**src/rtl/uart_rx_pkg.sv**
```systemverilog
// Shared constants, types and helpers for the UART RX vote sampler.
package uart_rx_pkg;

    localparam int PRESC_W_DEF  = 6;
    localparam int MAX_SAMPLES  = 7;
    localparam int CNT_W        = 3;
    localparam int MAX_SYNC     = 3;

    typedef struct packed {
        logic value;
        logic valid;
        logic noise;
    } vote_out_t;

    localparam vote_out_t VOTE_OUT_RST = '{value: 1'b1, valid: 1'b0, noise: 1'b0};

    // Smallest prescale that fits the window plus a vote slot before the bit ends.
    function automatic int min_prescale(input int n);
        return n + 2;
    endfunction

    function automatic logic majority(input logic [CNT_W-1:0] ones, input int n);
        return (int'(ones) > (n / 2));
    endfunction

    function automatic logic [CNT_W-1:0] sat_inc(input logic [CNT_W-1:0] c, input logic inc);
        if (inc && (c != {CNT_W{1'b1}})) begin
            return c + 1'b1;
        end
        return c;
    endfunction

endpackage

```
**src/rtl/rx_sync.sv**
```systemverilog
// Reset-to-idle (1) synchroniser for the RX line; STAGES=0 is a plain wire.
module rx_sync #(
    parameter int STAGES = 2
) (
    input  logic clk,
    input  logic rstn,
    input  logic d_i,
    output logic q_o
);

    generate
        if (STAGES == 0) begin : g_bypass
            assign q_o = d_i;
        end else begin : g_chain
            logic [STAGES-1:0] sync_q;

            always_ff @(posedge clk or negedge rstn) begin
                if (!rstn) begin
                    sync_q <= '1;
                end else begin
                    sync_q <= STAGES'({sync_q, d_i});
                end
            end

            assign q_o = sync_q[STAGES-1];
        end
    endgenerate

endmodule

```
**src/rtl/uart_rx_vote_sampler.sv**
```systemverilog
// Majority-vote bit sampler for the UART RX path.
// Define UART_RX_NOISE_DET_EN to enable the noise_err strobe (otherwise tied low).
module uart_rx_vote_sampler
    import uart_rx_pkg::*;
#(
    parameter int PRESC_W     = PRESC_W_DEF,
    parameter int NUM_SAMPLES = 3,
    parameter int SYNC_STAGES = 2
) (
    input  logic               clk,
    input  logic               rstn,
    input  logic [PRESC_W-1:0] prescale,
    input  logic               rx_in,
    input  logic               enable,
    input  logic [PRESC_W-1:0] edge_count,
    output logic               sampled_bit,
    output logic               sample_valid,
    output logic               noise_err,
    output logic               cfg_err
);

    localparam int             EW   = PRESC_W + 1;
    localparam logic [EW-1:0]  HALF = EW'(NUM_SAMPLES / 2);
    localparam logic [CNT_W:0] NS   = (CNT_W + 1)'(NUM_SAMPLES);

    generate
        if ((NUM_SAMPLES < 1) || (NUM_SAMPLES > MAX_SAMPLES) || ((NUM_SAMPLES % 2) == 0)) begin : g_bad_samples
            $error("uart_rx_vote_sampler: NUM_SAMPLES must be odd and within 1..7");
        end
        if ((SYNC_STAGES < 0) || (SYNC_STAGES > MAX_SYNC)) begin : g_bad_sync
            $error("uart_rx_vote_sampler: SYNC_STAGES must be within 0..3");
        end
    endgenerate

    logic rx_s;

    rx_sync #(
        .STAGES (SYNC_STAGES)
    ) u_rx_sync (
        .clk  (clk),
        .rstn (rstn),
        .d_i  (rx_in),
        .q_o  (rx_s)
    );

    // Window decode in one extra bit so centre+half never wraps.
    logic [EW-1:0] psc_x;
    logic [EW-1:0] ec_x;
    logic [EW-1:0] centre;
    logic [EW-1:0] win_start;
    logic [EW-1:0] win_end;
    logic [EW-1:0] vote_pt;
    logic          cfg_bad;
    logic          in_win;
    logic          at_vote;

    assign psc_x     = {1'b0, prescale};
    assign ec_x      = {1'b0, edge_count};
    assign centre    = psc_x >> 1;
    assign win_start = centre - HALF;
    assign win_end   = centre + HALF;
    assign vote_pt   = win_end + EW'(1);
    assign cfg_bad   = (centre < HALF) || (vote_pt >= psc_x);
    assign in_win    = (ec_x >= win_start) && (ec_x <= win_end);
    assign at_vote   = (ec_x == vote_pt);

    logic cfg_err_q;

    always_ff @(posedge clk or negedge rstn) begin
        if (!rstn) begin
            cfg_err_q <= 1'b0;
        end else begin
            cfg_err_q <= cfg_bad;
        end
    end

    logic             active;
    logic             clr;
    logic             cap;
    logic             vote;
    logic [CNT_W:0]   total;
    logic             noise_hit;
    logic [CNT_W-1:0] ones_q;
    logic [CNT_W-1:0] ones_d;

    assign active = enable && !cfg_err_q;
    // A vote slot also closes the window, so a stalled edge_count cannot double-strobe.
    assign clr    = !active || (ec_x == '0) || at_vote;
    assign cap    = active && in_win && !clr;
    assign vote   = active && at_vote && (total == NS);
    assign ones_d = clr ? '0 : sat_inc(ones_q, cap && rx_s);

`ifdef UART_RX_NOISE_DET_EN
    logic [CNT_W-1:0] zeros_q;
    logic [CNT_W-1:0] zeros_d;

    assign zeros_d   = clr ? '0 : sat_inc(zeros_q, cap && !rx_s);
    assign total     = {1'b0, ones_q} + {1'b0, zeros_q};
    assign noise_hit = (ones_q != '0) && (zeros_q != '0);

    always_ff @(posedge clk or negedge rstn) begin
        if (!rstn) begin
            ones_q  <= '0;
            zeros_q <= '0;
        end else begin
            ones_q  <= ones_d;
            zeros_q <= zeros_d;
        end
    end
`else
    // Without noise detection only the sample count is needed for the full-window check.
    logic [CNT_W-1:0] smp_q;
    logic [CNT_W-1:0] smp_d;

    assign smp_d     = clr ? '0 : sat_inc(smp_q, cap);
    assign total     = {1'b0, smp_q};
    assign noise_hit = 1'b0;

    always_ff @(posedge clk or negedge rstn) begin
        if (!rstn) begin
            ones_q <= '0;
            smp_q  <= '0;
        end else begin
            ones_q <= ones_d;
            smp_q  <= smp_d;
        end
    end
`endif

    vote_out_t out_q;
    vote_out_t out_d;

    always_comb begin
        out_d       = out_q;
        out_d.valid = 1'b0;
        out_d.noise = 1'b0;
        if (vote) begin
            out_d.value = majority(ones_q, NUM_SAMPLES);
            out_d.valid = 1'b1;
            out_d.noise = noise_hit;
        end
    end

    always_ff @(posedge clk or negedge rstn) begin
        if (!rstn) begin
            out_q <= VOTE_OUT_RST;
        end else begin
            out_q <= out_d;
        end
    end

    assign sampled_bit  = out_q.value;
    assign sample_valid = out_q.valid;
    assign noise_err    = out_q.noise;
    assign cfg_err      = cfg_err_q;

endmodule

```
**config.mk**
```make
export PLATFORM = sky130hd
export DESIGN_NAME = uart_rx_vote_sampler
export DESIGN_NICKNAME = d
export VERILOG_FILES = /design/src/rtl/uart_rx_pkg.sv /design/src/rtl/rx_sync.sv /design/src/rtl/uart_rx_vote_sampler.sv
export SDC_FILE = /design/constraint.sdc
export NUM_CORES = 1
export LEC_CHECK = 0
export CAP_MARGIN = 0
export CORE_MARGIN = 8
export CORE_UTILIZATION = 50
export CTS_BUF_LIST = sky130_fd_sc_hd__clkbuf_4 sky130_fd_sc_hd__clkbuf_8
export CTS_CLUSTER_SIZE = 20
export DETAILED_ROUTE_END_ITERATION = 7
export PLACE_DENSITY = 0.74
export SLEW_MARGIN = 10
export SYNTH_ARGS = -nofsm -noshare
export SYNTH_HDL_FRONTEND = slang
export SYNTH_SLANG_ARGS = --single-unit
```
**constraint.sdc**
```tcl
create_clock -name clk -period 1.7 [get_ports clk]
set_clock_uncertainty 0.2 [all_clocks]
set_input_delay 0.51 -clock clk [delete_from_list [all_inputs] [get_ports clk]]
set_output_delay 0.51 -clock clk [all_outputs]
set_load 0.02 [all_outputs]
```
**Run 1: signal wires by layer**

(6 px per um)
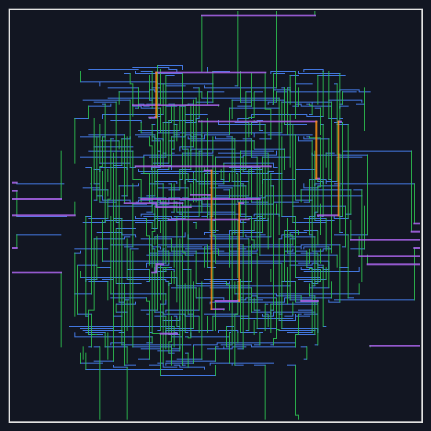
| layer | color | wire length |
|---|---|---|
| met2 | green | 2250 um |
| met3 | purple | 236 um |
| met1 | blue | 1900 um |
| met4 | orange | 72.1 um |
GRT Total Usage: 18.99%
vias post-DR: 1389
Post-Route WL: 4.456 mm

**Run 1: the clock network**

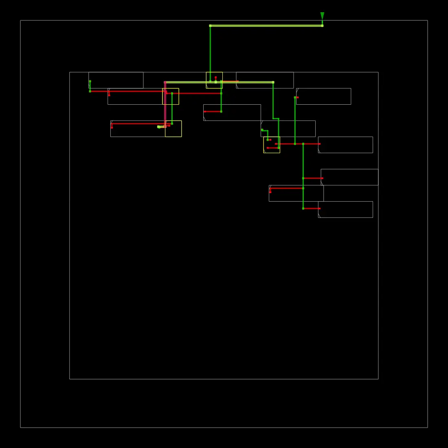
seq_cells: 11
clk_lat worst skew: 0.28 ns
P_clk: 0.000200 W
Clock buffer cells: 4
CTS buffer count: 3

==> flow_summary_export.csv, run 1 <==
group,metric,value,unit
power_and_ir_drop,p_leak,1.005,nW
cells_and_area,layout-drive-gt1-share,48.11,%
clock_network,clk_path_buf_depth,2,
job,openroad.warnings,34,
synth,yosys_most_used_dff,"dfrtp_1",
clock_network,h-tree-depth,1,
synth,ys_area,1381,um2
synth,synth_cell_type_count,48,
grt,antenna_found_initial,0,
cells_and_area,insertedDiodeCount,0,
routing,wl_per_cell,18.34,um
synth,synth_nets,185,
synth,edf_count,0,
grt,grt-ovfl-total,0,
final_timing,hold_viol_final,0,
cells_and_area,num-nets-final,254,
grt,grt_max_degree,12,
routing,first_pass_iters,4,
critical_path,cp-end-kind,"flop",
final_timing,fin_crit,2.642,ns
synth,synth.cell_area,1381,um2
routing,drc,0,
synth,ys_sh_simple,17.21,%
critical_path,critPathKind,"input port to flop",
synth,synth.avg_cell_area,9.593,um2
final_timing,setup_viol,9,
synth,ys_sh_mux,3.080,%
min_path,hold_path.class,"flop to flop",
cells_and_area,syn_to_final_growth,60.24,%
grt,grt_pass1_vias,1428,
clock_network,cts_tree,"built",
power_and_ir_drop,power_density,497.7,nW/um2
place,portBuffers,18,
clock_network,clock-root-buffer,"clkbuf_4",
synth,aoi_share,18.21,%
synth,synthArstFlopShare,100.0,%
grt,grt_pass1_wl,6.865,mm
routing,ant_nets,0,
synth,synthCells,144,
floorplan,io_pins,20,
critical_path,cp.arrival,2.59,ns
synth,seq_area_frac_synth,20.20,%
place,gp_congestion,0.8925,
critical_path,worstPathRequired,1.65,ns
floorplan,die_area,4700,um2
power_and_ir_drop,clkPwrFrac,18.1,%
final_timing,rsz0062_at_grt,"yes",
place,post-dp-hpwl,3.147,mm
place,dp.cells,229,
synth,synthXorXnorAreaFrac,12.50,%
floorplan,fp_util,51.42,%
job,drv_cap,0,
cells_and_area,final_cells,243,
clock_network,clkTransAtPathRegs,0.07,ns
power_and_ir_drop,seqPwrFrac,26.0,%
power_and_ir_drop,power.share.switching,36.57,%
critical_path,startpoint_type,"input port",
synth,ys_sh_adder,22.64,%
final_timing,max_freq,378.4,MHz
clock_network,cts_sinks,11,
synth,ys_top_logic_family,"adder cells",
power_and_ir_drop,switching_power,0.0004029,W
final_timing,slew_viol_final,0,
run_status,status,"finished, violations left",
power_and_ir_drop,power,0.001102,W
final_timing,worst_slack,-0.9425,ns
synth,yosys_warnings,0,
place,dpl_worst_slack,-1.631,ns
synth,ys_cells,144,
floorplan,fp-row-count,19,
synth,ys.flops,11,
routing,drtIter0Drc,94,
power_and_ir_drop,intPower,0.0006988,W
final_timing,fin_crit_sh,155.4,%
power_and_ir_drop,vdd_drop_max,0.0006072,V
critical_path,path_max_fanout,6,
clock_network,cts_hold_buf,0,
routing,drt-vias-per-instance,5.716,
run_status,violations,"negative setup slack",
power_and_ir_drop,p_comb_share,55.9,%
**Run 1: PDN straps and rails**

(6 px per um) Pins as bars on the die edge.
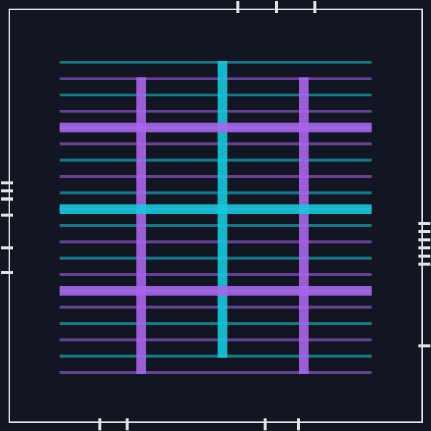
| net | color |
|---|---|
| VDD | cyan |
| VSS | purple |
signal pins: 20
met1 rails: 20
met4 straps: 3
met5 straps: 3
CORE AREA: 2686 um2
Die Span X: 68.56 um

[run 1: final cells by class]
class,count,area (um2)
repair buffers,69,594.3
inverters,11,46.29
flip-flops and latches,11,279.0
multi-input cells,117,1225
fillers,155,473.0
clock buffers,4,30.03
well taps,31,38.79
[run 1: synth_stat cells (all sizes together) (2+ instances only)]
cell type	count	share of area, %
o211ai	2	1.1
nand3	5	2.2
a211oi	3	1.6
a221oi	2	2.2
a21oi	9	4.1
nor3	3	2.3
nor2	13	3.5
xor2	2	2.6
nand2	5	1.4
nor2b	4	1.8
mux2	2	1.6
and3	2	0.91
dfstp	3	5.7
mux2i	2	1.4
ha	25	23
o21ai	5	2.1
inv	11	3.0
buf	5	2.9
dfrtp	8	14
xnor2	13	8.2
[run 1: metrics by stage]
| stage | TNS [ns] | cell area, um2 | utilization (%) | hold WS (ns) |
|---|---|---|---|---|
| after CTS | -6.555 | 2143 | 79.79 | 0.1606 |
| after floorplan | -6.231 | 1490 | - | 0.01441 |
| after global routing | -7.972 | 2213 | 82.39 | 0.1627 |
| after detailed placement | -13.86 | 1959 | 72.94 | 0.1503 |
| final | -7.419 | 2213 | 82.39 | 0.1597 |
| after global placement | -13.31 | 1959 | 72.94 | 0.1489 |
[run 1: layout by cell type, fill, tap and decap left out, types with 5 or more instances in the layout]
master,n
ha_1,19
buf_6,10
nor2_1,11
nand2_1,5
dfrtp_1,8
a21oi_1,6
clkdlybuf4s50_1,8
buf_4,44
inv_1,7
ha_4,6
xnor2_1,7
[run 1: flip-flops by register name (all words and copies together) (netlist names)]
signal	cells
smp_q	3
sample_valid	1
sampled_bit	1
ones_q	3
cfg_err	1
u_rx_sync.g_chain.sync_q	2
[run 1: final timing paths]
path	start	end	slack, ns	cells after the start
min in group asynchronous	rstn	smp_q[0]	0.34	2
max in group asynchronous	rstn	sampled_bit	0.74	2
setup / recovery	prescale[1]	ones_q[2]	-0.94	11
setup reg to reg	ones_q[0]	ones_q[2]	-0.20	7
hold / removal	u_rx_sync.g_chain.sync_q[0]	u_rx_sync.g_chain.sync_q[1]	0.16	0
hold reg to reg	u_rx_sync.g_chain.sync_q[0]	u_rx_sync.g_chain.sync_q[1]	0.16	0
[run 1: worst max-delay path, stage by stage]
cell,delay [ns]
buf_12,0.11
buf_6,0.11
nor3_4,0.25
nand3_2,0.16
ha_4,0.26
and4b_1,0.30
a41oi_4,0.13
a221oi_2,0.32
buf_4,0.20
mux2i_1,0.19
nor2_1,0.05
[run 1: power groups by stage]
stage | Sequential [W] | Combinational [W] | Clock [W]
final | 0.000286 | 0.000615 | 0.000200
after global routing | 0.000289 | 0.000663 | 0.000219
after floorplan | 0.000297 | 0.000296 | 0
after CTS | 0.000286 | 0.000554 | 0.000201
after detailed placement | 0.000291 | 0.000513 | 0
after global placement | 0.000290 | 0.000487 | 0
[run 1: metal layers]
layer | vias up | global-route usage (%) | part of all wire [%]
met1 | 683 | 24.54 | 43
met4 | 0 | 2.302 | 1.6
met5 | - | 0 | 0
met3 | 10 | 4.200 | 5.3
met2 | 46 | 32.40 | 51
li1 | 650 | - | -
[run 1: repair_timing]
action	4_1_cts	5_1_grt
pin swaps	19	18
setup buffers	8	3
setup endpoints to repair	12	11
resized	48	13
==> run 2: changes to the inputs <==
Settings changed: HOLD_SLACK_MARGIN from default to 0.05, SLEW_MARGIN 10 to default.
**Run 2: clock network drawn from the DEF**

(4 px per um)
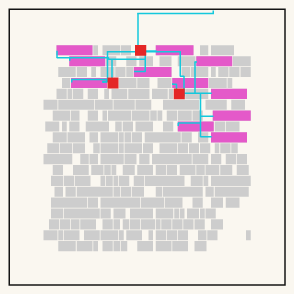
[clock wires] cyan | length: 166 um
[cells driving clock nets] red | count: 3
[flip-flops] magenta | count: 11
routed clock nets: 4
Clock power frac: 18.1%

**Run 2: selected gate families**

(4 px per um)
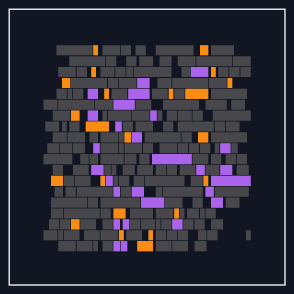
| family | color | cells |
|---|---|---|
| inverting AOI/OAI gates | purple | 27 |
| NOR gates | orange | 22 |
most common logic cell in the routed design: buf_4
Final Non-Filler Cells: 243
Comb/total area: 55.34%

==> flow_summary_export.csv, run 2 <==
group,metric,value,unit
routing,drc,0,
critical_path,r2r-start,"ones_q[0]",
routing,first_pass_iters,4,
synth,top_cells_by_area,"ha_1 23%, dfrtp_1 14%, xnor2_1 8.2%",
cells_and_area,syn_to_final_growth,60.24,%
power_and_ir_drop,vdd_drop_max,0.0006072,V
critical_path,startpoint_type,"input port",
critical_path,path_buffers,3,
routing,wl_met2,2.252,mm
cells_and_area,stdcell_area,2213,um2
clock_network,clkTransAtPathRegs,0.07,ns
min_path,hold_path.class,"flop to flop",
routing,ant_nets,0,
critical_path,slowest_stage,"a221oi_2",
power_and_ir_drop,p_leak,1.005,nW
floorplan,die_area,4700,um2
min_path,holdPathStages,0,
critical_path,r2r_slack,-0.20,ns
final_timing,fin_crit,2.642,ns
routing,wl,4.456,mm
clock_network,clk_path_buf_depth,2,
final_timing,max_freq,378.4,MHz
synth,edf_count,0,
run_status,status,"finished, violations left",
cells_and_area,layout_top_cells,"44 x buf_4, 19 x ha_1, 11 x nor2_1, 10 x buf_6",
critical_path,r2r_cells,7,
synth,synthCells,144,
clock_network,cts_tree,"built",
min_path,whs_endpoint,"u_rx_sync.g_chain.sync_q[1]",
routing,vias,1389,
cells_and_area,insertedDiodeCount,0,
critical_path,cp.arrival,2.59,ns
cells_and_area,biggestRegsByFlops,"ones_q x3, smp_q x3, u_rx_sync.g_chain.sync_q x2",
power_and_ir_drop,power,0.001102,W
critical_path,cp-end-kind,"flop",
synth,seq_area_frac_synth,20.20,%
synth,yosys_warnings,0,
critical_path,worstPathRequired,1.65,ns
routing,dr_wl_met3,236,um
min_path,hp-start,"u_rx_sync.g_chain.sync_q[0]",
floorplan,io_pins,20,
power_and_ir_drop,intPower,0.0006988,W
floorplan,fp.dieW,68.56,um
grt,grt-ovfl-total,0,
critical_path,rr_endpoint,"ones_q[2]",
clock_network,clk_latency,0.28,ns
clock_network,numCtsBuffers,3,
routing,routed.top_layer,"met4",
grt,grt_max_degree,12,
synth,ys_cells,144,
power_and_ir_drop,power_density,497.7,nW/um2
critical_path,cpLargestDelayFamily,"simple AND/OR/NAND/NOR gates",
floorplan,fp_util,51.42,%
place,post-dp-hpwl,3.147,mm
grt,grt_pass1_wl,6.865,mm
floorplan,core_area,2686,um2
final_timing,setup_tns,-7.419,ns
place,gp_congestion,0.8925,
cells_and_area,fill_cells,155,
final_timing,setup_viol,9,
synth,synth_nets,185,
final_timing,slew_viol_final,0,
power_and_ir_drop,p_comb_share,55.9,%
synth,synth.cell_area,1381,um2
final_timing,worst_slack,-0.9425,ns
synth,synthArstFlopShare,100.0,%
grt,grt_pass1_vias,1428,
power_and_ir_drop,switching_power,0.0004029,W
final_timing,whs,0.1597,ns
power_and_ir_drop,seqPwrFrac,26.0,%
synth,synth_dominant_cell_count,"ha_1",
critical_path,critPathKind,"input port to flop",
cells_and_area,num-nets-final,254,
critical_path,path_max_fanout,6,
clock_network,clock-root-buffer,"clkbuf_4",
synth,synth.avg_cell_area,9.593,um2
synth,ys_top_cells_by_count,"25 x ha_1, 13 x nor2_1, 13 x xnor2_1, 11 x inv_1",
routing,wl_met1,1.896,mm
clock_network,h-tree-depth,1,
synth,yosysTopAreaCell,"ha_1",
run_status,violations,"negative setup slack",
place,portBuffers,18,
final_timing,hold_viol_final,0,
job,openroad.warnings,34,
synth,ys.flops,11,
grt,antenna_found_initial,0,
grt,track_usage,18.99,%
clock_network,cts_hold_buf,0,
routing,drt-vias-per-instance,5.716,
synth,synth_cell_type_count,48,
final_timing,fin_crit_sh,155.4,%
job,drv_cap,0,
power_and_ir_drop,power.share.switching,36.57,%
synth,top_area_share,22.64,%
final_timing,rsz0062_at_grt,"yes",
## run 2: power by group through the flow
| stage | registers, W | logic (W) | clock network [W] |
|---|---|---|---|
| 3_3_place_gp | 0.000290 | 0.000487 | 0 |
| 5_1_grt | 0.000289 | 0.000663 | 0.000219 |
| 6_report | 0.000286 | 0.000615 | 0.000200 |
| 4_1_cts | 0.000286 | 0.000554 | 0.000201 |
| 3_5_place_dp | 0.000291 | 0.000513 | 0 |
| 2_1_floorplan | 0.000297 | 0.000296 | 0 |
## run 2: area by class of cell
type	instances	area, um2	share of cell area (%)
multi-input combinational	117	1225	55.34
timing repair buffer	69	594.3	26.85
clock buffer	4	30.03	1.357
inverter	11	46.29	2.092
sequential	11	279.0	12.61
tap	31	38.79	1.752
## run 2: worst max-delay path by stage
| stage | start | endpoint | slack [ns] | cells after the start |
|---|---|---|---|---|
| finish | prescale[1] | ones_q[2] | -0.94 | 11 |
| global route | prescale[1] | smp_q[1] | -1.00 | 11 |
| CTS | prescale[3] | smp_q[1] | -0.86 | 11 |
| detailed placement | prescale[1] | smp_q[1] | -1.63 | 11 |
| global placement | prescale[2] | smp_q[1] | -1.57 | 11 |
| floorplan | prescale[3] | smp_q[2] | -0.91 | 9 |
## run 2: cell families (layout without fill, tap and decap cells)
family,count (synthesis),count (layout),share of synthesized area [%]
AOI/OAI and AO/OA,30,30,18.21
DFF,11,11,20.20
and+or+nand+nor,41,41,17.21
buffers and inverters,16,84,5.888
xor gates and xnor gates,16,16,12.50
other,1,1,0.2715
adders and majority gates,25,25,22.64
muxes,4,4,3.080
## run 2: stage by stage
stage | utilization (%) | instances | setup WS (ns)
after floorplan | - | 144 | -0.9069
after global placement | 72.94 | 229 | -1.567
after detailed placement | 72.94 | 229 | -1.631
after CTS | 79.79 | 241 | -0.8578
after global routing | 82.39 | 243 | -1.002
final | 82.39 | 243 | -0.9425
## run 2: repair_timing
action / in CTS / in global routing
pin swaps: 19 / 18
endpoints found under the setup margin: 12 / 11
buffers inserted: 8 / 3
resized: 48 / 13
endpoints found under the hold margin: 0 / 0
## run 2: per-layer routing
metal / track usage, % / vias to the layer above
li1: - / 650
met1: 24.54 / 683
met2: 32.40 / 46
met3: 4.200 / 10
met4: 2.302 / 0
met5: 0 / -
No activity file was given, so power comes from the tool's default toggle rates.
